==> src/rtl/delay_rr_scheduler_if.sv <==
`default_nettype none
// =============================================================================
// Module  : delay_rr_scheduler_if
// Brief   : Request/length/abort inputs and grant/done/monitor outputs of the
//           shared round-robin delay scheduler.
// Revision: 1.0
// =============================================================================
interface delay_rr_scheduler_if #(
  parameter int NREQ  = 4,
  parameter int CBITS = 11
);
  localparam int IW = $clog2(NREQ);

  logic [NREQ-1:0]       req;
  logic [NREQ*CBITS-1:0] len;
  logic                  abort;
  logic [NREQ-1:0]       gnt;
  logic                  busy;
  logic                  sig;
  logic [IW-1:0]         sig_id;
  logic                  err;
  logic                  flg;

  modport master (
    output req, len, abort,
    input  gnt, busy, sig, sig_id, err, flg
  );

  modport slave (
    input  req, len, abort,
    output gnt, busy, sig, sig_id, err, flg
  );
endinterface
`default_nettype wire

==> src/rtl/delay_rr_scheduler.sv <==
`default_nettype none
// =============================================================================
// Module  : delay_rr_scheduler
// Brief   : One count-to-limit delay engine shared round-robin among NREQ
//           requesters; fires a one-cycle sig tagged with the winner's index.
// Revision: 1.0
// =============================================================================
module delay_rr_scheduler #(
  parameter int NREQ  = 4,
  parameter int CBITS = 11,
  parameter int DELAY = 1250
) (
  input  wire logic           clk,
  input  wire logic           rst,
  delay_rr_scheduler_if.slave bus_io
);
  localparam int               IW          = $clog2(NREQ);
  localparam logic [CBITS-1:0] C_LIMIT_MAX = CBITS'(DELAY);

  typedef enum logic [1:0] {
    S_IDLE  = 2'd0,
    S_COUNT = 2'd1,
    S_DONE  = 2'd2
  } state_e;

  state_e           state_q, state_d;
  logic [CBITS-1:0] cnt_q, cnt_d;
  logic [CBITS-1:0] limit_q, limit_d;
  logic [IW-1:0]    ptr_q, ptr_d;
  logic [NREQ-1:0]  gnt_q, gnt_d;
  logic             busy_q, busy_d;
  logic             sig_q, sig_d;
  logic [IW-1:0]    sig_id_q, sig_id_d;
  logic             flg_q, flg_d;
  logic             err_q, err_d;

  logic [CBITS-1:0] w_len [NREQ];
  logic [IW-1:0]    w_pos;
  logic [IW-1:0]    w_pick;
  logic             w_found;
  logic [CBITS-1:0] w_lim;
  logic             w_gnt_onehot;
  logic             w_state_legal;

  for (genvar g = 0; g < NREQ; g++) begin : g_len_unpack
    assign w_len[g] = bus_io.len[g*CBITS +: CBITS];
  end

  // Round-robin search starts one past the last granted (or aborted) index.
  always_comb begin
    w_found = 1'b0;
    w_pick  = ptr_q;
    w_pos   = ptr_q;
    for (int k = 1; k <= NREQ; k++) begin
      w_pos = IW'((32'(ptr_q) + 32'(k)) % NREQ);
      if (!w_found && bus_io.req[w_pos]) begin
        w_found = 1'b1;
        w_pick  = w_pos;
      end
    end
    w_lim = (w_len[w_pick] > C_LIMIT_MAX) ? C_LIMIT_MAX : w_len[w_pick];
  end

  assign w_gnt_onehot  = (gnt_q != '0) && ((gnt_q & (gnt_q - NREQ'(1))) == '0);
  assign w_state_legal = (state_q == S_IDLE) || (state_q == S_COUNT) || (state_q == S_DONE);

  always_comb begin
    state_d  = state_q;
    cnt_d    = cnt_q;
    limit_d  = limit_q;
    ptr_d    = ptr_q;
    gnt_d    = gnt_q;
    sig_d    = 1'b0;
    sig_id_d = '0;
    case (state_q)
      S_IDLE: begin
        if (w_found) begin
          state_d = S_COUNT;
          gnt_d   = NREQ'(1) << w_pick;
          ptr_d   = w_pick;
          cnt_d   = '0;
          limit_d = w_lim;
        end
      end
      S_COUNT: begin
        if (bus_io.abort) begin
          state_d = S_IDLE;
          gnt_d   = '0;
          cnt_d   = '0;
        end else if (cnt_q == limit_q) begin
          state_d  = S_DONE;
          sig_d    = 1'b1;
          sig_id_d = ptr_q;
          cnt_d    = '0;
        end else begin
          cnt_d = cnt_q + CBITS'(1);
        end
      end
      S_DONE: begin
        state_d = S_IDLE;
        gnt_d   = '0;
      end
      default: begin
        state_d = S_IDLE;
        gnt_d   = '0;
        cnt_d   = '0;
      end
    endcase
    busy_d = (state_d != S_IDLE);
    flg_d  = (state_d == S_COUNT) && (cnt_d <= limit_d);
    err_d  = err_q
           | ((state_q == S_COUNT) && (cnt_q > limit_q))
           | !w_state_legal
           | ((state_q != S_IDLE) && !w_gnt_onehot);
  end

  always_ff @(posedge clk or posedge rst) begin
    if (rst) begin
      state_q  <= S_IDLE;
      cnt_q    <= '0;
      limit_q  <= '0;
      ptr_q    <= IW'(NREQ - 1);
      gnt_q    <= '0;
      busy_q   <= 1'b0;
      sig_q    <= 1'b0;
      sig_id_q <= '0;
      flg_q    <= 1'b0;
      err_q    <= 1'b0;
    end else begin
      state_q  <= state_d;
      cnt_q    <= cnt_d;
      limit_q  <= limit_d;
      ptr_q    <= ptr_d;
      gnt_q    <= gnt_d;
      busy_q   <= busy_d;
      sig_q    <= sig_d;
      sig_id_q <= sig_id_d;
      flg_q    <= flg_d;
      err_q    <= err_d;
    end
  end

  assign bus_io.gnt    = gnt_q;
  assign bus_io.busy   = busy_q;
  assign bus_io.sig    = sig_q;
  assign bus_io.sig_id = sig_id_q;
  assign bus_io.flg    = flg_q;
  assign bus_io.err    = err_q;

endmodule
`default_nettype wire

==> src/flat_wrapper.sv <==
// flat-port wrapper written by rule: the top's interface ports become plain ports
module delay_rr_scheduler_flat 
#(
  parameter int NREQ  = 4,
  parameter int CBITS = 11,
  parameter int DELAY = 1250
)
  (clk, rst, bus_io_req, bus_io_len, bus_io_abort, bus_io_gnt, bus_io_busy, bus_io_sig, bus_io_sig_id, bus_io_err, bus_io_flg);
  delay_rr_scheduler_if #(.NREQ(NREQ), .CBITS(CBITS)) bus_io_i ();
  input  wire logic clk;
  input  wire logic rst;
  input wire logic [$bits(bus_io_i.req)-1:0] bus_io_req;
  input wire logic [$bits(bus_io_i.len)-1:0] bus_io_len;
  input wire logic [$bits(bus_io_i.abort)-1:0] bus_io_abort;
  output wire logic [$bits(bus_io_i.gnt)-1:0] bus_io_gnt;
  output wire logic [$bits(bus_io_i.busy)-1:0] bus_io_busy;
  output wire logic [$bits(bus_io_i.sig)-1:0] bus_io_sig;
  output wire logic [$bits(bus_io_i.sig_id)-1:0] bus_io_sig_id;
  output wire logic [$bits(bus_io_i.err)-1:0] bus_io_err;
  output wire logic [$bits(bus_io_i.flg)-1:0] bus_io_flg;
  assign bus_io_i.req = bus_io_req;
  assign bus_io_i.len = bus_io_len;
  assign bus_io_i.abort = bus_io_abort;
  assign bus_io_gnt = bus_io_i.gnt;
  assign bus_io_busy = bus_io_i.busy;
  assign bus_io_sig = bus_io_i.sig;
  assign bus_io_sig_id = bus_io_i.sig_id;
  assign bus_io_err = bus_io_i.err;
  assign bus_io_flg = bus_io_i.flg;
  delay_rr_scheduler #(.NREQ(NREQ), .CBITS(CBITS), .DELAY(DELAY)) u_core (.clk(clk), .rst(rst), .bus_io(bus_io_i));
endmodule
==> config.mk <==
export PLATFORM = sky130hd
export DESIGN_NAME = delay_rr_scheduler_flat
export DESIGN_NICKNAME = d
export VERILOG_FILES = /design/src/rtl/delay_rr_scheduler_if.sv /design/src/rtl/delay_rr_scheduler.sv /design/src/flat_wrapper.sv
export SDC_FILE = /design/constraint.sdc
export NUM_CORES = 1
export LEC_CHECK = 0
export CAP_MARGIN = 20
export CORE_AREA = 2 2 80 82
export CTS_CLUSTER_SIZE = 16
export DETAILED_ROUTE_END_ITERATION = 7
export DIE_AREA = 0 0 82 84
export PLACE_DENSITY_LB_ADDON = 0.05
export SLEW_MARGIN = 0
export SYNTH_ARGS = -nofsm -noshare
export SYNTH_HDL_FRONTEND = slang
export SYNTH_SLANG_ARGS = --single-unit
==> constraint.sdc <==
create_clock -name clk -period 3.56 [get_ports clk]
set_clock_uncertainty 0.15 [all_clocks]
set_input_delay 0.534 -clock clk [delete_from_list [all_inputs] [get_ports clk]]
set_output_delay 0.534 -clock clk [all_outputs]
set_load 0.05 [all_outputs]
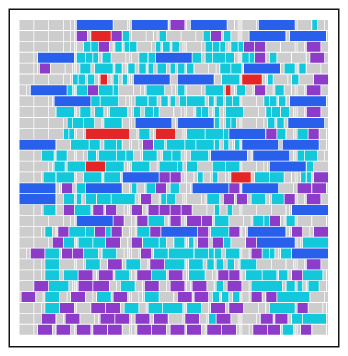
Run 1: cells coloured by class
Drawn at 4 px/um. Fill, decap, tap and diode cells in grey.
clock drivers and dummy loads -> red  # cells 8, share of their area 2.8%
sequential cells -> blue  # cells 36, share of their area 23%
remaining buffers and delay cells -> purple  # cells 119, share of their area 27%
combinational and other logic -> cyan  # cells 243, share of their area 47%

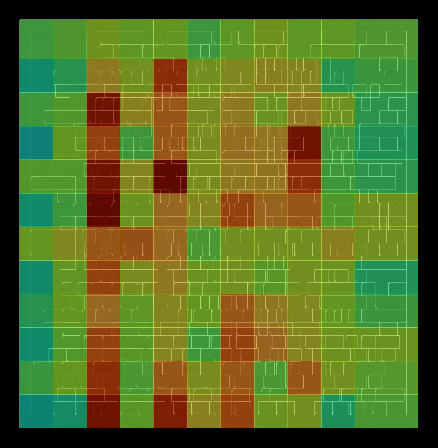
Run 1: track usage over the die
met3 GRT Util: 4.22%
grt met2 use: 41.8%
most used routing layer: met2
drt wl/cell: 16.3 um

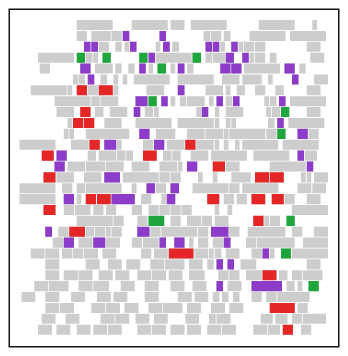
Run 1: gate-type map
Drawn at 4 px/um.
and/or cells -> green  # cells 12, most used and3_1
non-inverting ao/oa cells -> red  # cells 25, most used o21a_1
aoi and oai cells -> purple  # cells 57, most used o21ai_0

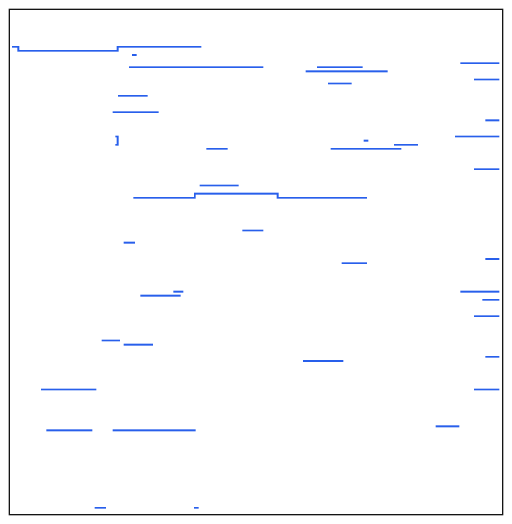
Run 1: met3 routing
Drawn at 6 px/um.
main direction = horizontal
wire length on this layer = 268 um
nets with wire on the layer = 32

==> metrics.csv, run 1 <==
metric;value;unit
cp_cell_sequence;clkdlybuf4s50_1 > a21o_1 > a31o_4 > buf_4 > mux2i_2 > and4_4 > a21boi_2 > o32ai_2 > ha_1 > nor2b_1 > o21a_1 > o21a_1 > o21ai_2 > nand2b_1 > a21oi_2 > o211ai_1 > a21boi_1;
powerComb;1870;uW
synth.top_cell.area_share;32.0;%
p_switching;1200;uW
slowest_stage;clkdlybuf4s50_1;
layout.nonclk_buf_share;26.3;%
inv_count;23;
period_minus_slack;3.70;ns
yosys.area_share.aoi;21.3;%
power.density;727;mW/mm2
cts_buffers;5;
largest_cell_class;combinational gates;
synth_xor_xnor_area_share;0.659;%
power;2880;uW
die_y;84;um
violations;negative setup slack;
mux_area_share;10.7;%
holdPathStages;1;
layout.cells.most_common;buf_4;
combPwrFrac;65.0;%
ys_seq_share;34.0;%
avgViaCountPerCell;5.54;
setup_viol;1;
rr_startpoint;u_core.ptr_q[1]$_DFFE_PP1P_;
critPathBufInv;2;
place.gp.congestion;0.822;
ys_chip_area;0.00266;mm2
cellLeakagePower;0.00190;uW
dp_cells;462;
maxPowerGroup;combinational cells;
antenna_found_initial;0;
dr.pass1.iters;4;
worstPathMaxFanout;8;
synth-simple-area-share;16.6;%
pg_clk;367;uW
p_sw_share;41.5;%
grt_pass1_vias;2642;
rsz0062_at_grt;yes;
post_cts_buffers;8;
drtIter0Drc;121;
cts_sinks;36;
rr_worst_depth;17;
clk_share;2.71;%
final_area;0.00397;mm2
yosys-top-cells-count;dfrtp_1, o21ai_0, mux2i_1, ha_1, inv_1;
fp_util;43.6;%
relSlewSlack;48.0;%
warnings;28;
crit_cells;17;
fin_ws;-0.139;ns
comb-cell-share;43.6;%
finalNonFillerCells;483;
required;3.64;ns
status;complete, but fails checks;
insertedDiodeCount;0;
dpl-instance-area;0.00364;mm2
synth-adder-area-share;10.8;%
min_period_over_period;104;%
endpoint;u_core.bus_io.flg$_DFF_PP0_;
cts_buffer_depth;2;
fp-row-count;29;
coreArea;0.00610;mm2
nWellTaps;77;
==> run 2: changes to the inputs <==
--- a/config.mk
+++ b/config.mk
@@ -10,7 +10,8 @@
 export CTS_CLUSTER_SIZE = 16
 export DETAILED_ROUTE_END_ITERATION = 7
 export DIE_AREA = 0 0 82 84
-export PLACE_DENSITY_LB_ADDON = 0.05
+export PLACE_DENSITY = 0.75
+export RECOVER_POWER = 100
 export SLEW_MARGIN = 0
 export SYNTH_ARGS = -nofsm -noshare
 export SYNTH_HDL_FRONTEND = slang
==> run 2 against run 1 <==
Net effect:
- the run ends with max-capacitance violations, max-slew violations, negative setup slack left
- total power fell by 3.9%
- clock power is 3% higher
- sequential share of layout area rose by 0.58 points
- die area unchanged
- design area down 2.5%
- critical path depth rose by 1
- global-route usage shrank 1.8 points
- combinational power is 6% lower
- utilization shrank 1.6 points
- largest power group unchanged
==> metrics.csv, run 2 <==
metric;value;unit;change
rr_startpoint;u_core.ptr_q[1]$_DFFE_PP1P_;;
pg_clk;377;uW;+3%
powerComb;1750;uW;-6%
slowest_stage;dfstp_2;;
worstPathMaxFanout;5;;-3
clk_share;2.98;%;+0.26 points
fin_ws;-0.0332;ns;+0.106 ns
violations;max-capacitance violations, max-slew violations, negative setup slack;;
required;3.63;ns;about the same
slew_violations;37;;
largest_cell_class;combinational gates;;
dr.pass1.iters;4;;unchanged
layout.cells.most_common;clkdlybuf4s50_1;;
use_met3;3.57;%;-0.65 points
cts_buffers;5;;unchanged
cts_sinks;36;;unchanged
maxPowerGroup;combinational cells;;
p_sw_share;41.8;%;+0.25 points
status;complete, but fails checks;;
p_switching;1160;uW;-3.3%
inv_count;23;;unchanged
finalNonFillerCells;473;;-2.1%
post_cts_buffers;9;;+1
drv_cap;1;;
grt_pass1_vias;2658;;+0.61%
period_minus_slack;3.59;ns;-0.106 ns
relSlewSlack;-33.7;%;-82 points
synth.top_cell.area_share;32.0;%;unchanged
min_period_over_period;101;%;-3.0 points
setup_viol;1;;unchanged
holdPathStages;2;;+1
dp_cells;456;;-1.3%
comb-cell-share;43.4;%;-0.15 points
combPwrFrac;63.3;%;-1.7 points
die_y;84;um;unchanged
mux_area_share;10.7;%;unchanged
place.gp.congestion;0.873;;+6.3%
crit_cells;18;;+1
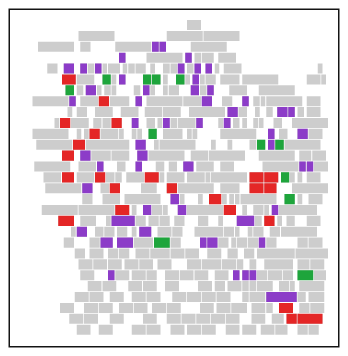
Run 2: gate-type map
Drawn at 4 px/um.
aoi and oai cells -> purple  # cells 57, most used o21ai_0
non-inverting ao/oa cells -> red  # cells 24, most used o21a_1
and/or cells -> green  # cells 12, most used and3_1

Power and IR drop assume default switching activity.
